===== config.mk =====
export PLATFORM = sky130hd
export DESIGN_NAME = muldiv_seq
export DESIGN_NICKNAME = d
export VERILOG_FILES = /design/src/rtl/muldiv_pkg.sv /design/src/rtl/muldiv_negate.sv /design/src/rtl/muldiv_seq.sv
export SDC_FILE = /design/constraint.sdc
export NUM_CORES = 1
export LEC_CHECK = 0
export ABC_AREA = 0
export CORE_MARGIN = 3
export CORE_UTILIZATION = 35
export CTS_CLUSTER_SIZE = 25
export DETAILED_ROUTE_END_ITERATION = 7
export GPL_TIMING_DRIVEN = 0
export PLACE_DENSITY = 0.6
export SETUP_SLACK_MARGIN = 0.3
export SYNTH_ARGS = -nofsm -noshare
export SYNTH_HDL_FRONTEND = slang
export SYNTH_SLANG_ARGS = --single-unit

===== constraint.sdc =====
create_clock -name clk -period 4.6 [get_ports clk]
set_input_delay 1.15 -clock clk [delete_from_list [all_inputs] [get_ports clk]]
set_output_delay 1.15 -clock clk [all_outputs]
set_load 0.02 [all_outputs]

===== src/rtl/muldiv_pkg.sv =====
// Shared constants for the sequential RV32M multiply/divide unit:
// funct3 op codes, FSM state encoding and the step counter width.
package muldiv_pkg;

  localparam logic [2:0] F3_MUL    = 3'b000;
  localparam logic [2:0] F3_MULH   = 3'b001;
  localparam logic [2:0] F3_MULHSU = 3'b010;
  localparam logic [2:0] F3_MULHU  = 3'b011;
  localparam logic [2:0] F3_DIV    = 3'b100;
  localparam logic [2:0] F3_DIVU   = 3'b101;
  localparam logic [2:0] F3_REM    = 3'b110;
  localparam logic [2:0] F3_REMU   = 3'b111;

  localparam logic [2:0] ST_IDLE = 3'd0;
  localparam logic [2:0] ST_PREP = 3'd1;
  localparam logic [2:0] ST_CALC = 3'd2;
  localparam logic [2:0] ST_FIX  = 3'd3;
  localparam logic [2:0] ST_DONE = 3'd4;

  localparam int CNT_W = 5;

  typedef enum logic [2:0] {
    S_IDLE = ST_IDLE,
    S_PREP = ST_PREP,
    S_CALC = ST_CALC,
    S_FIX  = ST_FIX,
    S_DONE = ST_DONE
  } state_e;

  function automatic logic a_is_signed(input logic [2:0] f3);
    return (f3 == F3_MUL) || (f3 == F3_MULH) || (f3 == F3_MULHSU) ||
           (f3 == F3_DIV) || (f3 == F3_REM);
  endfunction

  function automatic logic b_is_signed(input logic [2:0] f3);
    return (f3 == F3_MUL) || (f3 == F3_MULH) || (f3 == F3_DIV) || (f3 == F3_REM);
  endfunction

endpackage


===== src/rtl/muldiv_negate.sv =====
// Conditional two's-complement negate; 64 bits by default, narrowed to
// operand width where only the low word matters.
module muldiv_negate #(
  parameter int W = 64
) (
  input  logic [W-1:0] i_val,
  input  logic         i_neg,
  output logic [W-1:0] o_val
);

  assign o_val = i_neg ? (~i_val + W'(1)) : i_val;

endmodule


===== src/rtl/muldiv_seq.sv =====
// Multi-cycle RV32M multiply/divide: operands are reduced to magnitudes, run
// through a one-bit-per-cycle shift-add / restoring-divide core, then sign-fixed.
module muldiv_seq
  import muldiv_pkg::*;
#(
  parameter int XLEN = 32
) (
  input  logic            clk,
  input  logic            rst_n,
  input  logic            start,
  input  logic [2:0]      funct3,
  input  logic [XLEN-1:0] op_a,
  input  logic [XLEN-1:0] op_b,
  input  logic            flush,
  output logic            busy,
  output logic            done,
  output logic [XLEN-1:0] result
);

  state_e              r_state;
  logic [2:0]          r_f3;
  logic [XLEN-1:0]     r_a;
  logic [XLEN-1:0]     r_b;
  logic [XLEN-1:0]     r_mag_a;
  logic [XLEN-1:0]     r_mag_b;
  logic                r_sign_a;
  logic                r_sign_b;
  logic [2*XLEN-1:0]   r_acc;
  logic [CNT_W-1:0]    r_cnt;
  logic                r_busy;
  logic                r_done;
  logic [XLEN-1:0]     r_result;

  logic                w_is_div;
  logic                w_neg_a_req;
  logic                w_neg_b_req;
  logic [XLEN-1:0]     w_abs_a;
  logic [XLEN-1:0]     w_abs_b;
  logic [XLEN:0]       w_mul_sum;
  logic [2*XLEN-1:0]   w_mul_next;
  logic [XLEN:0]       w_div_shift;
  logic                w_q_bit;
  logic [XLEN-1:0]     w_div_rem;
  logic [2*XLEN-1:0]   w_div_next;
  logic [2*XLEN-1:0]   w_fix_in;
  logic                w_fix_neg;
  logic [2*XLEN-1:0]   w_fix_out;
  logic [XLEN-1:0]     w_fix_result;

  assign w_is_div    = r_f3[2];
  assign w_neg_a_req = a_is_signed(r_f3) & r_a[XLEN-1];
  assign w_neg_b_req = b_is_signed(r_f3) & r_b[XLEN-1];

  muldiv_negate #(.W(XLEN)) u_neg_a (
    .i_val (r_a),
    .i_neg (w_neg_a_req),
    .o_val (w_abs_a)
  );

  muldiv_negate #(.W(XLEN)) u_neg_b (
    .i_val (r_b),
    .i_neg (w_neg_b_req),
    .o_val (w_abs_b)
  );

  // Multiply: acc = {partial_hi, multiplier_lo}; add multiplicand on LSB, shift right.
  assign w_mul_sum  = {1'b0, r_acc[2*XLEN-1:XLEN]} + (r_acc[0] ? {1'b0, r_mag_a} : '0);
  assign w_mul_next = {w_mul_sum, r_acc[XLEN-1:1]};

  // Divide: acc = {remainder, dividend/quotient}; quotient bits enter at the LSB.
  assign w_div_shift = {r_acc[2*XLEN-1:XLEN], r_acc[XLEN-1]};
  assign w_q_bit     = (w_div_shift >= {1'b0, r_mag_b});
  assign w_div_rem   = w_q_bit ? (w_div_shift[XLEN-1:0] - r_mag_b) : w_div_shift[XLEN-1:0];
  assign w_div_next  = {w_div_rem, r_acc[XLEN-2:0], w_q_bit};

  always_comb begin
    w_fix_in  = r_acc;
    w_fix_neg = r_sign_a ^ r_sign_b;
    case (r_f3)
      F3_DIV, F3_DIVU: w_fix_in = {{XLEN{1'b0}}, r_acc[XLEN-1:0]};
      F3_REM, F3_REMU: begin
        w_fix_in  = {{XLEN{1'b0}}, r_acc[2*XLEN-1:XLEN]};
        w_fix_neg = r_sign_a;
      end
      default: ;
    endcase
  end

  muldiv_negate #(.W(2*XLEN)) u_neg_fix (
    .i_val (w_fix_in),
    .i_neg (w_fix_neg),
    .o_val (w_fix_out)
  );

  assign w_fix_result = ((r_f3 == F3_MULH) || (r_f3 == F3_MULHSU) || (r_f3 == F3_MULHU))
                      ? w_fix_out[2*XLEN-1:XLEN] : w_fix_out[XLEN-1:0];

  always_ff @(posedge clk or negedge rst_n) begin
    if (!rst_n) begin
      r_state  <= S_IDLE;
      r_f3     <= '0;
      r_a      <= '0;
      r_b      <= '0;
      r_mag_a  <= '0;
      r_mag_b  <= '0;
      r_sign_a <= 1'b0;
      r_sign_b <= 1'b0;
      r_acc    <= '0;
      r_cnt    <= '0;
      r_busy   <= 1'b0;
      r_done   <= 1'b0;
      r_result <= '0;
    end else if (flush && (r_state != S_IDLE)) begin
      r_state <= S_IDLE;
      r_busy  <= 1'b0;
      r_done  <= 1'b0;
    end else begin
      case (r_state)
        S_IDLE: begin
          if (start) begin
            r_f3    <= funct3;
            r_a     <= op_a;
            r_b     <= op_b;
            r_busy  <= 1'b1;
            r_state <= S_PREP;
          end
        end
        S_PREP: begin
          r_sign_a <= w_neg_a_req;
          r_sign_b <= w_neg_b_req;
          r_mag_a  <= w_abs_a;
          r_mag_b  <= w_abs_b;
          r_cnt    <= '1;
          r_acc    <= w_is_div ? {{XLEN{1'b0}}, w_abs_a} : {{XLEN{1'b0}}, w_abs_b};
          // Divide by zero bypasses the core: all-ones quotient, dividend as remainder.
          if (w_is_div && (r_b == '0)) begin
            r_result <= r_f3[1] ? r_a : '1;
            r_done   <= 1'b1;
            r_state  <= S_DONE;
          end else begin
            r_state <= S_CALC;
          end
        end
        S_CALC: begin
          r_acc <= w_is_div ? w_div_next : w_mul_next;
          if (r_cnt == '0) begin
            r_state <= S_FIX;
          end else begin
            r_cnt <= r_cnt - CNT_W'(1);
          end
        end
        S_FIX: begin
          r_result <= w_fix_result;
          r_done   <= 1'b1;
          r_state  <= S_DONE;
        end
        S_DONE: begin
          r_done  <= 1'b0;
          r_busy  <= 1'b0;
          r_state <= S_IDLE;
        end
        default: r_state <= S_IDLE;
      endcase
    end
  end

  assign busy   = r_busy;
  assign done   = r_done;
  assign result = r_result;

endmodule


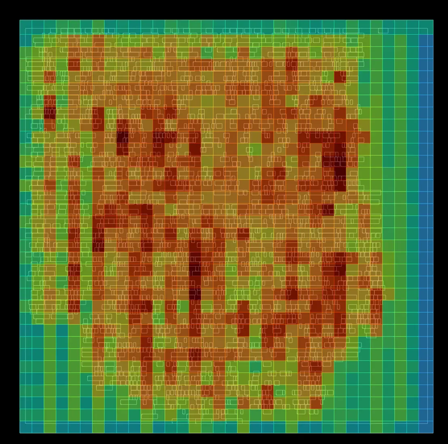
Run 1: congestion heat map
met1 usage: 40.3%
post-layout util: 41.9%

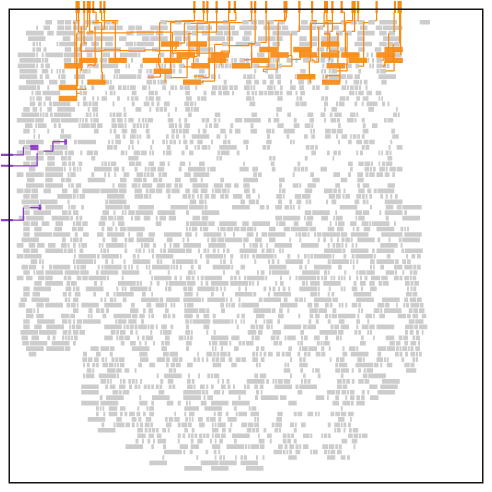
Run 1: wires at chosen ports, followed through buffers
Scale: 2 px per um.
orange -> result  # direction output, end cells 32, buffers 32, wire 1420 um
purple -> funct3  # direction input, end cells 3, buffers 3, wire 68.0 um
port bufs: 104
boundary pin count: 105

==> impl_metrics.py, run 1 <==
# Metrics from the implementation run
metrics = {
    "worst_setup_path": {
        "reg2reg_slack_ns": 0.27,
        "max_stage_delay_ns": 0.65,
        "cp-endpoint": "result[5]",
        "timing.rr.end": "result[5]",
        "cp-start-kind": "flop",
        "crit_fanout": 8,
        "reg2reg_depth": 10,
        "critPathSlowestCell": "nor4_4",
        "arrival_ns": 4.82,
    },
    "drt": {
        "met1Wirelength_mm": 35.2,
        "drt_pass1_iterations": 6,
        "wl_met2_mm": 36.0,
        "met3_length_mm": 7.57,
        "drc": 0,
        "ant_nets": 0,
        "wl_per_cell_um": 26.9,
        "via_per_inst": 6.16,
    },
    "synthesis": {
        "common_cells": "nand2_1, dfrtp_1, o21ai_0",
        "synth_cell_type_count": 91,
        "async_reset_ff_share_pct": 100,
        "syn-instance-count": 2233,
        "yosys-stat-area_um2": 18500,
        "xor_area_share_pct": 7.62,
        "synthDominantAreaCellType": "dfrtp_1",
    },
    "pwr": {
        "p_int_mw": 8.62,
        "p_comb_mw": 12.2,
        "seq_power_mw": 4.09,
        "power.total_mw": 18.7,
        "power-top-group": "combinational cells",
        "swShare_pct": 53.8,
        "clk-power_mw": 2.35,
    },
    "final_timing": {
        "tns_ns": 0,
        "rsz0062_at_grt": "true",
        "finalMaxSlewViolations": 0,
        "fin_crit_ns": 4.33,
        "finalHoldViolations": 0,
        "min_period_over_period_pct": 94.2,
        "finalSetupViolations": 0,
    },
    "final_layout": {
        "flops": 239,
        "seq_area_share_pct": 27.6,
        "final_area_um2": 21700,
        "clock_area_share_pct": 4.41,
        "clock_buffers": 38,
        "final_common_cell": "nand2_1",
        "lay_top_cells": "nand2_1, dfrtp_1, o21ai_0, nor2_1, a21oi_1",
        "area_growth_pct": 17.2,
        "inverters_excl_clock": 75,
        "nets": 2514,
        "comb_area_share_pct": 54.5,
    },
    "die": {
        "fp_util_pct": 35.7,
        "taps": 680,
        "design.die.area_um2": 55700,
        "core_area_um2": 51800,
    },
    "cts": {
        "cts_buffers": 29,
        "cts.sinks": 239,
        "clk_latency_ns": 0.60,
        "root_buffer": "clkbuf_16",
        "cts_tree": "yes",
        "clk_pin_slew_worst_paths_ns": 0.06,
        "h-tree-depth": 1,
    },
    "flow_run": {
        "max-cap-violations": 0,
        "warnings": 29,
    },
    "global_route": {
        "grt_max_degree": 97,
        "grt.met2_usage_pct": 43.4,
    },
    "placed_design": {
        "gp_congestion": 1.02,
        "hpwl_mm": 66.0,
    },
    "worst_hold_path": {
        "hold_end": "r_mag_a[8]",
        "holdCritStartpoint": "r_mag_a[8]",
        "hold_depth": 2,
    },
    "status": {
        "outcome": "complete, no violations",
    },
}
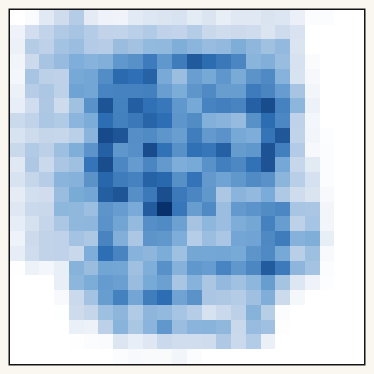
Run 1: wire density map
Scale: 1.5 px per um. The die is cut into 24 by 24 equal tiles; white is low, dark blue is high, scaled to the fullest tile. Values are wire area over tile area, all layers added.
tiles over half the peak = 31%
nearly empty tiles = 20%
densest ninth of the die = centre
Tot GR Track Use: 28.7%
WL final: 82.8 mm

## Run 2: what changed since run 1
Settings changed: CELL_PAD_IN_SITES_DETAIL_PLACEMENT set to 0, CELL_PAD_IN_SITES_GLOBAL_PLACEMENT set to 1, PLACE_DENSITY 0.6 to 0.73.
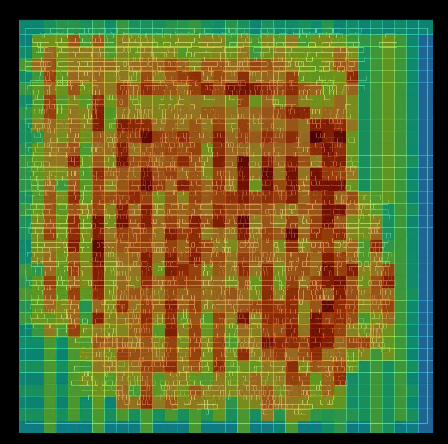
Run 2: congestion heat map
met1 usage: 40.3%
Tot GR Track Use: 28.6%
GR peak layer: met2
post-layout util: 41.8%
met2 Usage GRT: 43.4%

==> run 2 against run 1 <==
  * Clock skew increased by 0.0037 ns
  * Flip-flop count stayed put
  * Sequential share of layout area up 0.064 points
  * Critical path depth is 4 higher
  * Combinational power about the same
  * Synthesized cell count unchanged
  * Final cell count about the same
  * First-iteration DRC count shrank 6.8%
  * Clock-buffer cell count is 4 higher
  * Wire length decreased by 0.57%
  * Non-clock buffer count up 2
==> impl_metrics.py, run 2 <==
# Metrics from the implementation run
metrics = {
    "drt": {
        "routed_wl_mm": 82.3,
        "wl_per_cell_um": 26.8,
        "wl_met2_mm": 35.9,
        "ant_nets": 0,
        "drt_pass1_iterations": 6,
        "via_per_inst": 6.13,
        "drc": 0,
        "highest-signal-layer": "met4",
        "met3_length_mm": 7.62,
        "met1Wirelength_mm": 35.2,
    },
    "worst_setup_path": {
        "timing.rr.end": "result[10]",
        "arrival_ns": 4.73,
        "reg2reg_depth": 14,
        "cp-start-kind": "flop",
        "crit_fanout": 10,
        "path_cells": "buf_6 > and2_4 > clkbuf_8 > buf_6 > clkbuf_16 > mux2i_4 > ha_2 > o21ai_2 > or4_4 > or4b_4 > or3_4 > a21oi_2 > a211oi_1 > o32a_1",
        "max_stage_delay_ns": 0.61,
        "critPathSlowestCell": "or4_4",
        "cp-endpoint": "result[10]",
        "reg2reg_slack_ns": 0.35,
    },
    "final_timing": {
        "finalSetupViolations": 0,
        "tns_ns": 0,
        "fin_crit_ns": 4.25,
        "finalMaxSlewViolations": 0,
        "min_period_over_period_pct": 92.4,
        "finalHoldViolations": 0,
    },
    "flow_run": {
        "warnings": 34,
        "max-cap-violations": 0,
    },
    "global_route": {
        "grt_overflow_total": 0,
        "grt_max_degree": 108,
    },
    "synthesis": {
        "topCellsByArea": "dfrtp_1, nand2_1, o21ai_0, ha_1, a21oi_1",
        "yosys-stat-area_um2": 18500,
        "xor_area_share_pct": 7.62,
        "async_reset_ff_share_pct": 100,
        "synth_cell_type_count": 91,
        "common_cells": "nand2_1, dfrtp_1, o21ai_0",
        "most_common_cell": "nand2_1",
        "synthDominantAreaCellType": "dfrtp_1",
        "syn-instance-count": 2233,
    },
    "cts": {
        "cts_buffers": 28,
        "cts.sinks": 239,
        "clk_pin_slew_worst_paths_ns": 0.06,
        "root_buffer": "clkbuf_16",
        "clk_latency_ns": 0.60,
        "cts_tree": "yes",
        "h-tree-depth": 1,
    },
    "final_layout": {
        "clock_area_share_pct": 4.18,
        "inverters_excl_clock": 75,
        "comb_area_share_pct": 54.5,
        "final_area_um2": 21600,
        "flops": 239,
        "final_common_cell": "nand2_1",
        "lay_top_cells": "nand2_1, dfrtp_1, o21ai_0, nor2_1, a21oi_1",
        "area_growth_pct": 16.9,
        "seq_area_share_pct": 27.6,
        "nets": 2515,
        "clock_buffers": 42,
    },
    "pwr": {
        "p_int_mw": 8.58,
        "power-top-group": "combinational cells",
        "seq_power_mw": 4.06,
        "swShare_pct": 53.9,
        "power.total_mw": 18.6,
        "p_comb_mw": 12.3,
        "clk-power_mw": 2.27,
    },
    "status": {
        "outcome": "complete, no violations",
    },
    "placed_design": {
        "port_buffers": 104,
        "hpwl_mm": 65.2,
        "gp_congestion": 0.993,
    },
    "die": {
        "design.die.area_um2": 55700,
        "chipHeight_um": 236,
        "num_io_pins": 105,
        "taps": 680,
        "fp_util_pct": 35.7,
        "core_area_um2": 51800,
    },
}
Power and IR drop assume default switching activity.
